<file path="src/rtl/gshare_predictor.sv">
// rtl/gshare_predictor.sv - gshare direction predictor with table-init FSM, speculative GHR and perf counters
module gshare_predictor #(
  parameter int IDX_W    = 10,
  parameter int HIST_W   = 8,
  parameter int CTR_W    = 2,
  parameter int INIT_CTR = 1
) (
  input  logic              clk,
  input  logic              rst_n,
  input  logic [31:0]       if_pc,
  input  logic              spec_push,
  output logic              pred_taken,
  output logic [CTR_W-1:0]  pred_ctr,
  output logic [HIST_W-1:0] pred_ghr,
  output logic              ready,
  input  logic              upd_valid,
  input  logic [31:0]       upd_pc,
  input  logic [HIST_W-1:0] upd_ghr,
  input  logic [CTR_W-1:0]  upd_ctr,
  input  logic              upd_taken,
  input  logic              upd_mispred,
  output logic [31:0]       stat_lookups,
  output logic [31:0]       stat_mispred
);

  localparam int               DEPTH    = 1 << IDX_W;
  localparam logic [CTR_W-1:0] CTR_MAX  = '1;
  localparam logic [CTR_W-1:0] CTR_INIT = CTR_W'(INIT_CTR);

  typedef enum logic {S_INIT, S_RUN} state_t;

  state_t              r_state;
  logic [IDX_W-1:0]    r_init_ptr;
  logic [HIST_W-1:0]   r_ghr;
  logic                r_ready;
  logic [31:0]         r_stat_lookups;
  logic [31:0]         r_stat_mispred;
  logic [CTR_W-1:0]    r_pht [DEPTH];

  logic                w_run;
  logic [IDX_W-1:0]    w_ridx;
  logic [IDX_W-1:0]    w_widx;
  logic [CTR_W-1:0]    w_rd_ctr;
  logic [CTR_W-1:0]    w_upd_next;
  logic                w_pht_we;
  logic [IDX_W-1:0]    w_pht_waddr;
  logic [CTR_W-1:0]    w_pht_wdata;
  logic [HIST_W-1:0]   w_ghr_repair;
  logic [HIST_W-1:0]   w_ghr_spec;
  logic                w_unused_bits;

  assign w_run    = (r_state == S_RUN);
  assign w_ridx   = if_pc[IDX_W+1:2] ^ IDX_W'(r_ghr);
  assign w_widx   = upd_pc[IDX_W+1:2] ^ IDX_W'(upd_ghr);
  assign w_rd_ctr = r_pht[w_ridx];

  // Table contents are undefined until init finishes, so mask the read path.
  assign pred_ctr     = r_ready ? w_rd_ctr : '0;
  assign pred_taken   = pred_ctr[CTR_W-1];
  assign pred_ghr     = r_ghr;
  assign ready        = r_ready;
  assign stat_lookups = r_stat_lookups;
  assign stat_mispred = r_stat_mispred;

  // Shift-left form also covers HIST_W=1, where the result is just the new bit.
  assign w_ghr_repair = (upd_ghr << 1) | HIST_W'(upd_taken);
  assign w_ghr_spec   = (r_ghr << 1) | HIST_W'(pred_taken);

  always_comb begin
    w_upd_next = upd_ctr;
    if (upd_taken) begin
      if (upd_ctr != CTR_MAX) w_upd_next = upd_ctr + CTR_W'(1);
    end else begin
      if (upd_ctr != '0) w_upd_next = upd_ctr - CTR_W'(1);
    end
  end

  assign w_pht_we    = !w_run || upd_valid;
  assign w_pht_waddr = w_run ? w_widx : r_init_ptr;
  assign w_pht_wdata = w_run ? w_upd_next : CTR_INIT;

  always_ff @(posedge clk) begin
    if (w_pht_we) r_pht[w_pht_waddr] <= w_pht_wdata;
  end

  always_ff @(posedge clk or negedge rst_n) begin
    if (!rst_n) begin
      r_state        <= S_INIT;
      r_init_ptr     <= '0;
      r_ghr          <= '0;
      r_ready        <= 1'b0;
      r_stat_lookups <= '0;
      r_stat_mispred <= '0;
    end else begin
      case (r_state)
        S_INIT: begin
          r_init_ptr <= r_init_ptr + IDX_W'(1);
          if (r_init_ptr == '1) begin
            r_state <= S_RUN;
            r_ready <= 1'b1;
          end
        end
        S_RUN: begin
          if (upd_valid && upd_mispred) r_ghr <= w_ghr_repair;
          else if (spec_push)           r_ghr <= w_ghr_spec;
          if (spec_push)                r_stat_lookups <= r_stat_lookups + 32'd1;
          if (upd_valid && upd_mispred) r_stat_mispred <= r_stat_mispred + 32'd1;
        end
        default: r_state <= S_INIT;
      endcase
    end
  end

  assign w_unused_bits = ^{if_pc[31:IDX_W+2], if_pc[1:0], upd_pc[31:IDX_W+2], upd_pc[1:0]};

endmodule

</file>
<file path="config.mk">
export PLATFORM = sky130hd
export DESIGN_NAME = gshare_predictor
export DESIGN_NICKNAME = d
export VERILOG_FILES = /design/src/rtl/gshare_predictor.sv
export SDC_FILE = /design/constraint.sdc
export NUM_CORES = 2
export LEC_CHECK = 0
export CAP_MARGIN = 20
export CORE_AREA = 2 2 548 550
export CTS_CLUSTER_SIZE = 8
export DETAILED_ROUTE_END_ITERATION = 10
export DIE_AREA = 0 0 550 552
export SKIP_CTS_REPAIR_TIMING = 1
export SYNTH_ARGS = -nofsm -noshare
export SYNTH_HDL_FRONTEND = slang
export SYNTH_SLANG_ARGS = --single-unit
</file>
<file path="constraint.sdc">
create_clock -name clk -period 43.2 [get_ports clk]
set_input_delay 8.64 -clock clk [delete_from_list [all_inputs] [get_ports clk]]
set_output_delay 8.64 -clock clk [all_outputs]
set_load 0.02 [all_outputs]
</file>
Figure 1. Signal wires on met1.
Supply wires on this layer in grey.
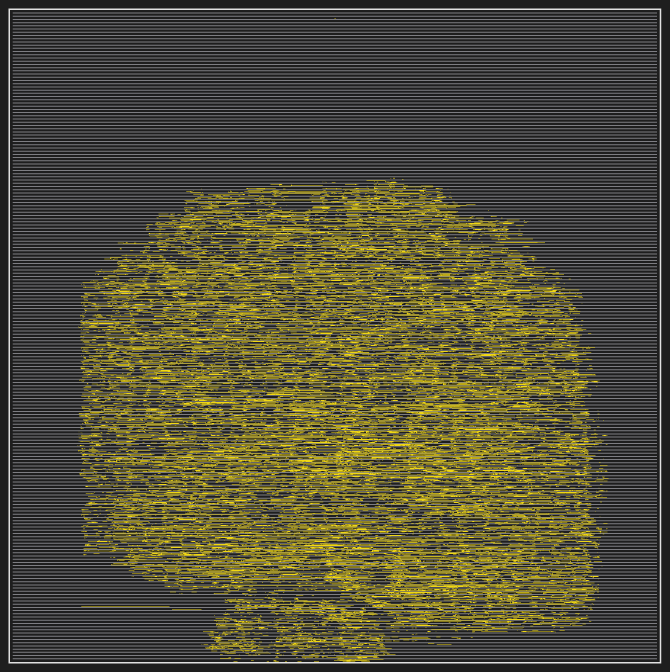
longest straight run: 142 µm
wire length on this layer: 97.7 mm
share of all routed wire: 39%
main direction: horizontal
nets with wire on the layer: 5,548
GRT met1 Usage: 21.1%
final WL: 249 mm
via count: 51,017

Figure 2. Congestion heat map.
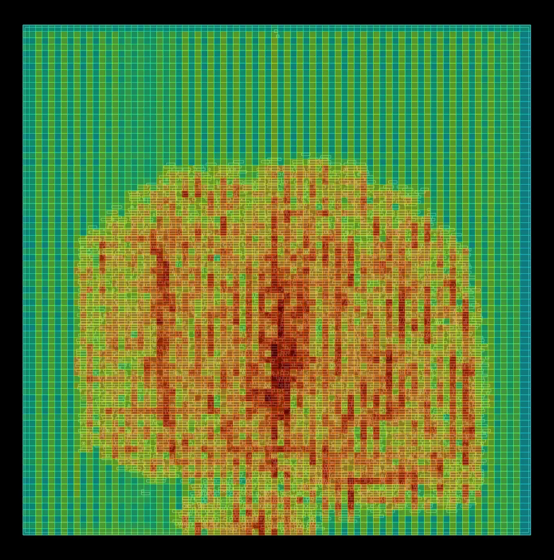
GRT Overall Usage: 16.0%
GR Layer Usage met2: 26.3%

[worst max path at each step]
stage | startpoint | end | slack, ps | depth (start not counted)
global route | if_pc[2] | pred_ctr[0] | 18860 | 15
CTS | if_pc[2] | pred_ctr[0] | 19140 | 15
finish | if_pc[2] | pred_ctr[0] | 19120 | 15
global placement | if_pc[2] | pred_ctr[0] | 19140 | 15
detailed placement | if_pc[2] | pred_ctr[0] | 19140 | 15
floorplan | upd_ctr[1] | r_pht[0][1]$_DFFE_PP_ | 1540 | 2
[area by class of cell]
type                       count  area share, %
clock inverter                 8         0.0818
antenna                        4        0.00977
inverter                       8         0.0293
multi-input combinational   2947           22.3
timing repair buffer         264           2.72
clock buffer                 341           7.98
sequential                  2132           62.1
tap                         3958           4.83
[stage by stage]
step	util [%]	cells
after floorplan	-	5497
after CTS	34.2	9647
final	34.3	9662
after global placement	31.4	9287
after global routing	34.3	9659
after detailed placement	31.5	9298
[state kept, by name (all words and copies together) (netlist names)]
name	count
r_init_ptr	10
r_state	1
ready	1
stat_lookups	32
r_pht	2048
pred_ghr	8
stat_mispred	32
[where the power goes]
| part | internal (mW) | switching [mW] |
|---|---|---|
| sequential | 2.24 | 0.00155 |
| clock | 1.31 | 0.827 |
| combinational | 0.115 | 0.215 |
[cell families (layout without fill, tap and decap cells)]
| kind of cell | after synthesis | count (layout) | share of synthesized area (%) |
|---|---|---|---|
| xor gates and xnor gates | 95 | 95 | 0.979 |
| DFF | 2132 | 2132 | 71.6 |
| muxes | 525 | 525 | 13.0 |
| AOI/OAI and AO/OA | 220 | 220 | 1.84 |
| and+or+nand+nor | 2104 | 2104 | 9.53 |
| adders and majority gates | 3 | 3 | 0.0423 |
| other | 0 | 4 | 0 |
| buffers and inverters | 418 | 621 | 3.06 |
==> run notes <==
run results: CP required=34,560 ps, most frequent cells in the layout=2,048 x edfxtp_1, 1,121 x nor2_1, 595 x nand2_1, Worst VDD drop=0.0338 mV, row count=201, total die area=304,000 µm², hold depth=1, Most Crowded Layer GR=met2, clk sinks=2,132, Tmin final=24,080 ps, CTS Buffer Depth=4, GP Congestion=0.830, Max H-tree Level=5, WHS=472 ps, Slew Viols, Final=0, CP delay by family, top=buffers and inverters, synth warn=0, status=finished clean, dpl hpwl=135 mm, Slew Limit Headroom=20.9%, min setup slack post-route=19,120 ps, FF-to-FF setup slack=36,960 ps, FF-to-FF path depth=11
Power is estimated from default activity; no workload was simulated.
